### Power grid

Scale: 4 px per um. Pins as bars on the die edge.
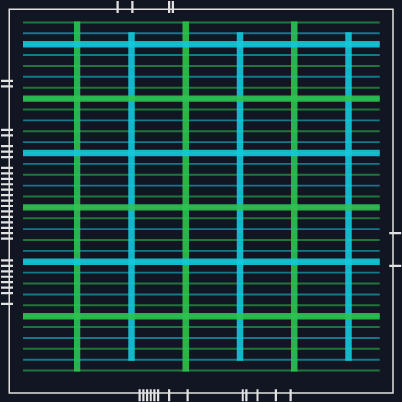
### Placed cells, one colour a class

Scale: 3 px per um. Fill, decap, tap and diode cells in grey.
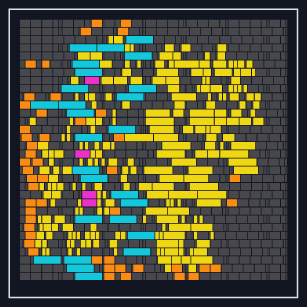
Design req_arbiter_16, sky130hd; sources not shown.
==> flow_summary.yaml <==
# yosys + openroad results
power_and_ir_drop:
  seq_cell_power_mw: 0.235
  p_total_mw: 1.028
  p_comb_frac: 0.708
  powerDensity_nw_per_um2: 302.9
  power_leader: "combinational logic"
  p_leak_nw: 1.206
setup_path:
  critPathArrivalTime_ns: 4.20
  cp_top_family: "adder cells"
  worstSetupPathType: "reg2out"
  critPathLaunchType: "register"
  crit_required_ns: 8.32
logic_synthesis:
  ys_top_cells_by_count: "nand2_1, dfrtp_1, inv_1"
  synthDominantAreaCellType: "dfrtp_1"
  synthCells: 268
  netlist.top_cell.by_instances: "nand2_1"
detailed_routing:
  wire_per_inst_um: 17.20
  via_count: 2324
  drt-total-wl_um: 7035
timing:
  max_freq_ghz: 0.1593
  setup_tns_ns: 0
  worstMarginPinSlew_ns: 0.8648
cts:
  cts_resized: 0
  clk-insertion-delay-late_ns: 0.27
cells_and_area:
  drive_gt1_frac: 0.1205
  final_nets: 349
status:
  outcome: "completed"
placement:
  placed_cell_area_um2: 3337
worst_hold_path:
  min_path_type: "reg2reg"
About 'Power grid':
Key: cyan = VDD; green = VSS
The core has 32 rows. 6 straps on met4.
Peak VDD IR: 0.2430 mV
Core ar.: 7767 um2

About 'Placed cells, one colour a class':
Key: magenta = clock drivers and dummy loads [cells 4, share of their area 1.7%]; yellow = combinational and other logic [cells 229, share of their area 64%]; orange = remaining buffers and delay cells [cells 48, share of their area 15%]; cyan = sequential cells [cells 26, share of their area 20%]
final instance area: 3392 um2
flop share of the area: 0.1918
FP Rows: 32

[cell families (layout without fill, tap and decap cells)]
family	Yosys count	in the layout	synth area share
XOR/XNOR	7	7	0.02183
AND/OR/NAND/NOR	85	85	0.1506
buffers and inverters	32	71	0.05300
adder cells (fa/ha/maj)	21	21	0.1220
flip-flops	26	26	0.2316
multiplexers	49	49	0.3016
AND-OR/OR-AND	48	48	0.1194
[layout make-up]
class	count	area, um2
fillers	776	4375
multi-input cells	210	2009
inverters	19	71.32
clock buffers	4	55.05
well taps	102	127.6
flip-flops and latches	26	650.6
repair buffers	48	478.0
[routing by layer]
metal	up-vias	wire length, um	track usage
met5	-	0	0
met4	0	171	0.06161
met3	12	372	0.03078
met1	1159	3056	0.2214
li1	1096	-	-
met2	57	3435	0.2727
